**src/rtl/hex_display_arbiter.sv**
```systemverilog
// Two-requester arbiter that shares one hex-to-7-segment decoder across six
// registered active-low digit outputs. A two-stage pipeline registers the grant, then writes the digit.

module hex_display_arbiter (
  input  logic       CLOCK_50,
  input  logic       RESET,
  input  logic       REQ_A,
  input  logic [4:0] VAL_A,
  input  logic [2:0] IDX_A,
  input  logic       REQ_B,
  input  logic [4:0] VAL_B,
  input  logic [2:0] IDX_B,
  input  logic       LT,
  output logic       ACK_A,
  output logic       ACK_B,
  output logic       ERR,
  output logic [6:0] HEX0,
  output logic [6:0] HEX1,
  output logic [6:0] HEX2,
  output logic [6:0] HEX3,
  output logic [6:0] HEX4,
  output logic [6:0] HEX5
);

  // Handshake: a requester raises REQ with VAL/IDX stable and holds them until
  // its one-cycle ACK. A grant is final, so the write still lands if REQ then drops.

  logic       ptr_b;
  logic       s1_valid;
  logic       s1_sel_b;
  logic [4:0] s1_val;
  logic [2:0] s1_idx;
  logic [6:0] hex_q [6];

  logic       elig_a;
  logic       elig_b;
  logic       gnt_any;
  logic       gnt_b;
  logic [4:0] win_val;
  logic [2:0] win_idx;
  logic [6:0] seg;
  logic       idx_bad;

  function automatic logic [6:0] seg_decode(input logic [4:0] v);
    logic [6:0] s;
    s = 7'h7F;
    if (!v[4]) begin
      case (v[3:0])
        4'h0: s = 7'h40;
        4'h1: s = 7'h79;
        4'h2: s = 7'h24;
        4'h3: s = 7'h30;
        4'h4: s = 7'h19;
        4'h5: s = 7'h12;
        4'h6: s = 7'h02;
        4'h7: s = 7'h78;
        4'h8: s = 7'h00;
        4'h9: s = 7'h10;
        4'hA: s = 7'h08;
        4'hB: s = 7'h03;
        4'hC: s = 7'h46;
        4'hD: s = 7'h21;
        4'hE: s = 7'h06;
        default: s = 7'h0E;
      endcase
    end
    return s;
  endfunction

  // A requester granted on the previous edge sits out one edge, which is what
  // lets two held requesters alternate at one write per cycle.
  always_comb begin
    elig_a  = REQ_A && !(s1_valid && !s1_sel_b);
    elig_b  = REQ_B && !(s1_valid && s1_sel_b);
    gnt_any = elig_a || elig_b;
    gnt_b   = elig_b && (!elig_a || ptr_b);
    win_val = gnt_b ? VAL_B : VAL_A;
    win_idx = gnt_b ? IDX_B : IDX_A;
    seg     = seg_decode(s1_val);
    idx_bad = (s1_idx[2:1] == 2'b11);
  end

  always_ff @(posedge CLOCK_50 or posedge RESET) begin
    if (RESET) begin
      ptr_b    <= 1'b0;
      s1_valid <= 1'b0;
      s1_sel_b <= 1'b0;
      s1_val   <= 5'h00;
      s1_idx   <= 3'h0;
      ACK_A    <= 1'b0;
      ACK_B    <= 1'b0;
      ERR      <= 1'b0;
      for (int i = 0; i < 6; i++) hex_q[i] <= 7'h7F;
    end else begin
      s1_valid <= gnt_any;
      s1_sel_b <= gnt_b;
      if (gnt_any) begin
        s1_val <= win_val;
        s1_idx <= win_idx;
        ptr_b  <= !gnt_b;
      end
      ACK_A <= s1_valid && !s1_sel_b;
      ACK_B <= s1_valid && s1_sel_b;
      ERR   <= s1_valid && idx_bad;
      if (s1_valid && !idx_bad) hex_q[s1_idx] <= seg;
    end
  end

  // Lamp test overrides the stored digits without touching them.
  assign HEX0 = LT ? 7'h00 : hex_q[0];
  assign HEX1 = LT ? 7'h00 : hex_q[1];
  assign HEX2 = LT ? 7'h00 : hex_q[2];
  assign HEX3 = LT ? 7'h00 : hex_q[3];
  assign HEX4 = LT ? 7'h00 : hex_q[4];
  assign HEX5 = LT ? 7'h00 : hex_q[5];

endmodule

```
**config.mk**
```make
export PLATFORM = sky130hd
export DESIGN_NAME = hex_display_arbiter
export DESIGN_NICKNAME = d
export VERILOG_FILES = /design/src/rtl/hex_display_arbiter.sv
export SDC_FILE = /design/constraint.sdc
export NUM_CORES = 1
export LEC_CHECK = 0
export CAP_MARGIN = 20
export CORE_MARGIN = 1.5
export CORE_UTILIZATION = 45
export CTS_CLUSTER_DIAMETER = 200
export DETAILED_ROUTE_END_ITERATION = 10
export GPL_ROUTABILITY_DRIVEN = 0
export PLACE_DENSITY_LB_ADDON = 0.25
export SYNTH_ARGS = -nofsm -noshare
export SYNTH_HDL_FRONTEND = slang
export SYNTH_SLANG_ARGS = --single-unit
export TNS_END_PERCENT = 5
```
**constraint.sdc**
```tcl
create_clock -name CLOCK_50 -period 1.7 [get_ports CLOCK_50]
set_input_delay 0.34 -clock CLOCK_50 [delete_from_list [all_inputs] [get_ports CLOCK_50]]
set_output_delay 0.34 -clock CLOCK_50 [all_outputs]
set_load 0.03 [all_outputs]
```
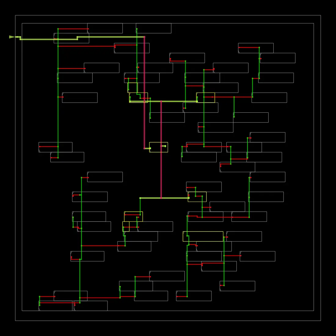
run_1/clock_nets.png
worst-case clock skew: 0.00582 ns
Clk. pwr: 0.000853 W
clock sink count: 56
clock latency on the worst-skew pair: 0.30 ns

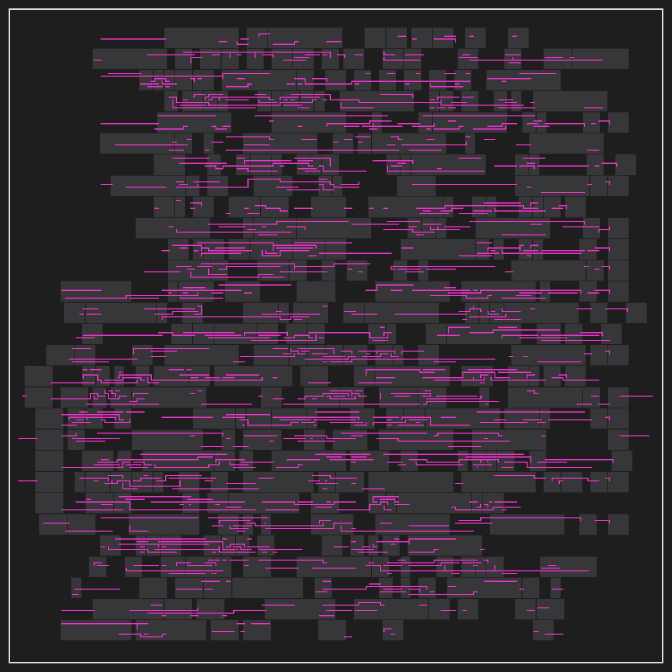
run_1/m1.png
share of all routed wire: 46%
wire length on this layer: 2820 um
main direction: horizontal
via count: 2285
drt total wl: 6190 um
GR Util met1: 22.8%

==> run_summary.xml, run 1 <==
<?xml version="1.0" encoding="UTF-8"?>
<metrics>
  <group name="outcome">
    <metric name="run_status" unit="">complete, no violations</metric>
  </group>
  <group name="grt">
    <metric name="antenna_found_initial" unit="">0</metric>
    <metric name="grt_pass1_wl" unit="um">10300</metric>
  </group>
  <group name="yosys">
    <metric name="post_synth_main_area_contributors" unit="">sky130_fd_sc_hd__dfstp_2 38%, sky130_fd_sc_hd__dfrtp_1 12%, sky130_fd_sc_hd__nor2b_1 10%, sky130_fd_sc_hd__nor2_1 3.6%, sky130_fd_sc_hd__a21oi_1 3.2%</metric>
    <metric name="ys_seq_share" unit="%">49.5</metric>
    <metric name="synthesis.area" unit="sq mm">0.00294</metric>
    <metric name="synth_flop_count" unit="">56</metric>
    <metric name="top_area_cell" unit="">sky130_fd_sc_hd__dfstp_2</metric>
    <metric name="async_flop_share" unit="%">100</metric>
    <metric name="ys_chip_area" unit="sq mm">0.00294</metric>
    <metric name="top_cells_by_count" unit="">47 x sky130_fd_sc_hd__nor2b_1, 42 x sky130_fd_sc_hd__dfstp_2, 28 x sky130_fd_sc_hd__nor2_1</metric>
    <metric name="post_synth_net_total" unit="">318</metric>
  </group>
  <group name="clocking">
    <metric name="cts-htree-levels" unit="">2</metric>
    <metric name="clkSlewWorstSetupHoldPaths" unit="ns">0.10</metric>
    <metric name="cts_made_buffers" unit="">5</metric>
  </group>
  <group name="floorplan">
    <metric name="io_pins" unit="">66</metric>
    <metric name="std_cell_rows" unit="">29</metric>
    <metric name="core_region_area" unit="sq mm">0.00631</metric>
  </group>
  <group name="timing">
    <metric name="fin_tns_setup" unit="ns">0</metric>
    <metric name="period_used_share" unit="%">96.9</metric>
  </group>
  <group name="layout">
    <metric name="nNetsFinal" unit="">396</metric>
    <metric name="layout.cell_area.non_filler" unit="sq mm">0.00383</metric>
    <metric name="fill_cells" unit="">579</metric>
  </group>
  <group name="placement">
    <metric name="post_detailed_placement_half_perimeter_wirelength" unit="um">4490</metric>
  </group>
  <group name="hold_path">
    <metric name="hp-class" unit="">in2async</metric>
  </group>
  <group name="worst_setup_path">
    <metric name="critical-path-max-stage-delay" unit="ns">0.66</metric>
  </group>
</metrics>
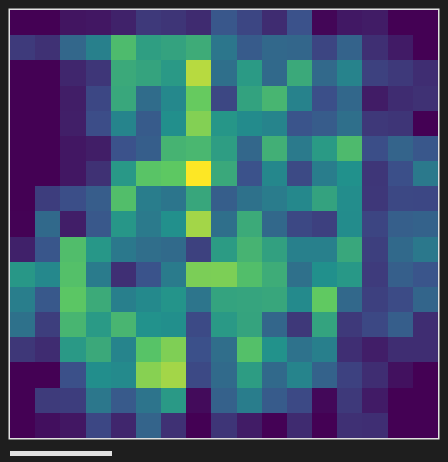
run_1/route_heat.png
Scale bar: 20 um. 17 x 17 tiles, from dark purple (low) to yellow (high), scaled to the fullest tile. Values are wire area over tile area, all layers added.
fullest tile: 0.42
tiles over half the peak: 25%
nearly empty tiles: 11%
densest ninth of the die: centre
gr usage total: 18.0%
routed length per instance: 13.9 um

run 1: final timing paths:
path                                  end  depth (start not counted)  slack [ns]
worst min register to register  hex_q[37]                          2        0.46
worst max register to register  hex_q[10]                          5        0.08
min in group CLOCK_50           hex_q[37]                          2        0.46
worst min-delay path                  ERR                          3        0.40
max in group asynchronous       hex_q[11]                          3        1.01
worst max-delay path                ACK_A                          1        0.05
run 1: worst min-delay path: stages:
cell and delay (ns):
sky130_fd_sc_hd__clkdlybuf4s50_1 0.41, sky130_fd_sc_hd__inv_2 0.07, sky130_fd_sc_hd__buf_12 0.27
run 1: cell type report:
class | count | area share, %
clock buffers | 5 | 1.80
flip-flops and latches | 56 | 38.1
inverters | 13 | 1.28
repair buffers | 90 | 19.9
well taps | 77 | 2.52
multi-input cells | 202 | 35.3
clock inverters | 3 | 1.11
run 1: metal layers:
metal / up-vias / global-route usage [%] / part of all wire [%]
met2: 44 / 30.9 / 50
met1: 1078 / 22.8 / 46
met5: - / 0 / 0
met4: 0 / 5.66 / 1.3
li1: 1156 / - / -
met3: 7 / 3.86 / 3.5
run 1: cells in the final DEF (no fill, tap or decap), types with 3 or more instances in the layout:
master and n:
sky130_fd_sc_hd__o21ai_1 12, sky130_fd_sc_hd__nand3_1 8, sky130_fd_sc_hd__a21oi_1 19, sky130_fd_sc_hd__o211ai_1 8
sky130_fd_sc_hd__nor2b_1 45, sky130_fd_sc_hd__buf_4 64, sky130_fd_sc_hd__nand2_1 15, sky130_fd_sc_hd__ha_1 5
sky130_fd_sc_hd__clkdlybuf4s50_1 23, sky130_fd_sc_hd__dfrtp_1 12, sky130_fd_sc_hd__inv_1 11, sky130_fd_sc_hd__and4bb_2 3
sky130_fd_sc_hd__a31oi_1 7, sky130_fd_sc_hd__o31ai_1 5, sky130_fd_sc_hd__dfstp_2 42, sky130_fd_sc_hd__nor2_1 28
sky130_fd_sc_hd__clkbuf_8 5, sky130_fd_sc_hd__nand2b_1 5, sky130_fd_sc_hd__nand4_1 8
run 1: through the flow:
step / power (W) / cells / hold WS [ns] / util (%)
after floorplan: 0.00429 / 290 / 0.440 / -
after global placement: 0.00516 / 436 / 0.449 / 58.2
after detailed placement: 0.00524 / 436 / 0.452 / 58.2
after CTS: 0.00614 / 446 / 0.405 / 60.2
after global routing: 0.00648 / 446 / 0.440 / 60.6
final: 0.00610 / 446 / 0.401 / 60.6
run 1: flip-flops by register name, indices dropped and copies added (netlist names):
name,count
s1_idx,3
ERR,1
s1_val,5
s1_valid,1
s1_sel_b,1
ACK_A,1
ptr_b,1
hex_q,42
ACK_B,1
run 1: power by group:
group	switching [W]	internal (W)	total, W
combinational	0.00146	0.00121	0.00268
sequential	0.000366	0.00221	0.00257
clock	0.000417	0.000436	0.000853
run 1: repair_timing:
action                                 4_1_cts  5_1_grt
buffers inserted                             2        0
cloned                                       0        0
setup endpoints to repair                    1       21
resized                                      0       10
endpoints found under the hold margin        0        0
pin swaps                                    1        0
--- run 2 (diff from run 1) ---
--- a/config.mk
+++ b/config.mk
@@ -5,7 +5,7 @@
 export SDC_FILE = /design/constraint.sdc
 export NUM_CORES = 1
 export LEC_CHECK = 0
-export CAP_MARGIN = 20
+export CAP_MARGIN = 10
 export CORE_MARGIN = 1.5
 export CORE_UTILIZATION = 45
 export CTS_CLUSTER_DIAMETER = 200
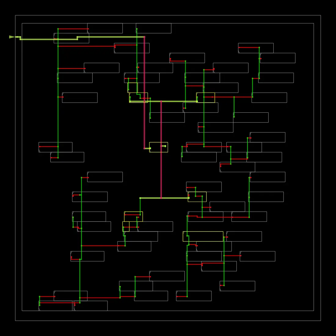
run_2/clock_nets.png
FFs & Latches: 56
Num CTS Buffers: 5
clock buffer instance count of the final layout: 5

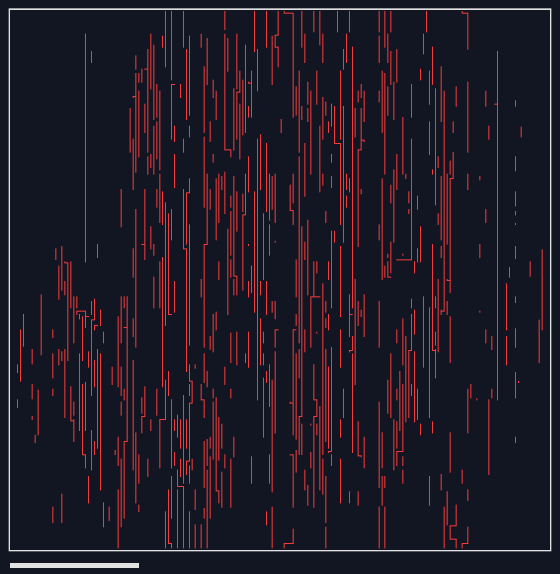
run_2/m2.png
Scale bar: 20 um.
longest straight run: 54.1 um
main direction: vertical
share of all routed wire: 50%
met2 usage: 30.9%

==> run 2 against run 1 <==
Against the previous run: first-iteration DRC count is the same; synthesized cell count is the same; setup slack is the same; combinational power is essentially flat; global-route usage is the same; cell count unchanged; critical path type unchanged.
==> run_summary.xml, run 2 <==
<?xml version="1.0" encoding="UTF-8"?>
<metrics>
  <group name="outcome">
    <metric name="run_status" unit="">complete, no violations</metric>
  </group>
  <group name="hold_path">
    <metric name="hp-class" unit="">in2async</metric>
  </group>
  <group name="layout">
    <metric name="layout.cell_area.non_filler" unit="sq mm">0.00383</metric>
    <metric name="fill_cells" unit="">579</metric>
    <metric name="biggestRegsByFlops" unit="">hex_q: 42 flops, s1_val: 5 flops, s1_idx: 3 flops</metric>
    <metric name="nNetsFinal" unit="">396</metric>
    <metric name="layout_top_cells" unit="">64 x sky130_fd_sc_hd__buf_4, 45 x sky130_fd_sc_hd__nor2b_1, 42 x sky130_fd_sc_hd__dfstp_2</metric>
  </group>
  <group name="yosys">
    <metric name="synthesis.area" unit="sq mm">0.00294</metric>
    <metric name="ys_chip_area" unit="sq mm">0.00294</metric>
    <metric name="post_synth_net_total" unit="">318</metric>
    <metric name="post_synth_main_area_contributors" unit="">sky130_fd_sc_hd__dfstp_2 38%, sky130_fd_sc_hd__dfrtp_1 12%, sky130_fd_sc_hd__nor2b_1 10%, sky130_fd_sc_hd__nor2_1 3.6%, sky130_fd_sc_hd__a21oi_1 3.2%</metric>
    <metric name="top_cells_by_count" unit="">47 x sky130_fd_sc_hd__nor2b_1, 42 x sky130_fd_sc_hd__dfstp_2, 28 x sky130_fd_sc_hd__nor2_1</metric>
    <metric name="ys_seq_share" unit="%">49.5</metric>
  </group>
  <group name="pwr">
    <metric name="power.clock.fraction" unit="%">14.0</metric>
    <metric name="switching_share" unit="%">36.8</metric>
  </group>
  <group name="clocking">
    <metric name="cts-htree-levels" unit="">2</metric>
    <metric name="clkSinkCount" unit="">56</metric>
    <metric name="clock_latency_on_the_worst_skew_pair" unit="ns">0.30</metric>
  </group>
  <group name="routing">
    <metric name="routed_wl" unit="um">6190</metric>
    <metric name="routed_length_per_instance" unit="um">13.9</metric>
    <metric name="vias" unit="">2285</metric>
    <metric name="met3_wirelength" unit="um">216</metric>
    <metric name="highest-signal-layer" unit="">met4</metric>
  </group>
  <group name="grt">
    <metric name="global_route.usage.total" unit="%">18.0</metric>
    <metric name="antenna_found_initial" unit="">0</metric>
    <metric name="grt_pass1_wl" unit="um">10300</metric>
  </group>
  <group name="timing">
    <metric name="fin_skew" unit="ns">0.00582</metric>
    <metric name="period_used_share" unit="%">96.9</metric>
  </group>
  <group name="floorplan">
    <metric name="core_region_area" unit="sq mm">0.00631</metric>
  </group>
  <group name="worst_setup_path">
    <metric name="critical-path-max-stage-delay" unit="ns">0.66</metric>
  </group>
</metrics>
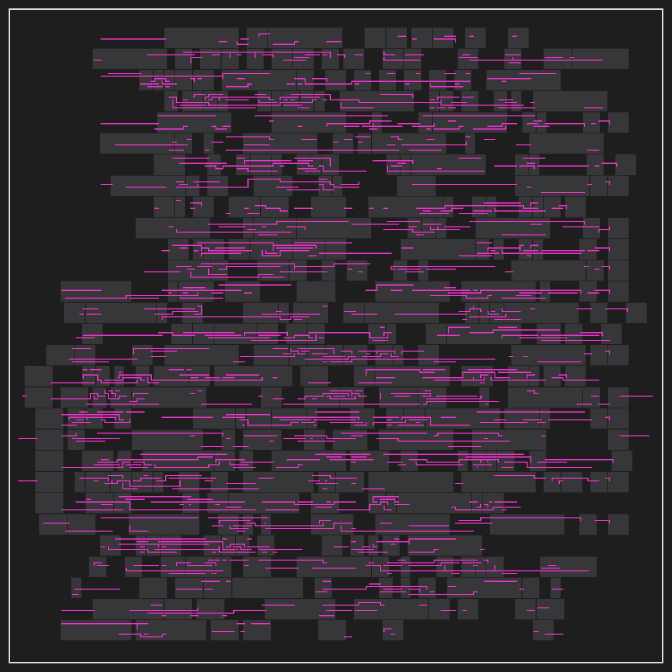
run_2/m1.png
share of all routed wire: 46%
nets with wire on the layer: 344

[run 2: cell counts after synthesis]
Identical to the previous run, type by type.
[run 2: area by class of cell]
cell class	instances	area, sq um	area share [%]
clock buffer	5	68.8	1.80
clock inverter	3	42.5	1.11
inverter	13	48.8	1.28
multi-input combinational	202	1350	35.3
sequential	56	1460	38.1
tap	77	96.3	2.52
timing repair buffer	90	762	19.9
[run 2: cells by family (layout without fill, tap and decap cells)]
group                    after synthesis  in the layout
AND/OR/NAND/NOR                      127            127
AND-OR/OR-AND                         62             62
flip-flops                            56             56
buffers and inverters                 32            111
adder cells (fa/ha/maj)                7              7
multiplexers                           6              6
[run 2: layer usage]
metal | vias up | global-route usage, %
met5 | - | 0
met4 | 0 | 5.66
met3 | 7 | 3.86
met2 | 44 | 30.9
met1 | 1078 | 22.8
li1 | 1156 | -
[run 2: repair_timing]
action                                  4_1_cts  5_1_grt
pin swaps                                     1        0
endpoints found under the setup margin        1       21
gates resized                                 0       10
setup buffers                                 2        0
endpoints found under the hold margin         0        0
[run 2: path summary, 6_finish.rpt]
kind	from	to	slack, ns	cells after the start
max in group asynchronous	RESET	hex_q[11]	1.01	3
min reg2reg	hex_q[37]	hex_q[37]	0.46	2
max reg2reg	s1_val[0]	hex_q[10]	0.08	5
max	ACK_A	ACK_A	0.05	1
min	RESET	ERR	0.40	3
min in group CLOCK_50	hex_q[37]	hex_q[37]	0.46	2
[run 2: power by group through the flow]
stage          Sequential (W)  Combinational, W  Clock (W)
2_1_floorplan         0.00242           0.00187          0
3_3_place_gp          0.00257           0.00259          0
3_5_place_dp          0.00260           0.00265          0
4_1_cts               0.00257           0.00268   0.000888
5_1_grt               0.00266           0.00290   0.000925
6_report              0.00257           0.00268   0.000853
[run 2: stage by stage]
| stage | std cells | TNS [ns] | hold slack [ns] |
|---|---|---|---|
| after CTS | 446 | 0 | 0.405 |
| after floorplan | 290 | 0 | 0.440 |
| after global placement | 436 | 0 | 0.449 |
| final | 446 | 0 | 0.401 |
| after global routing | 446 | -0.0183 | 0.440 |
| after detailed placement | 436 | -0.00782 | 0.452 |
Power is estimated from default activity; no workload was simulated.
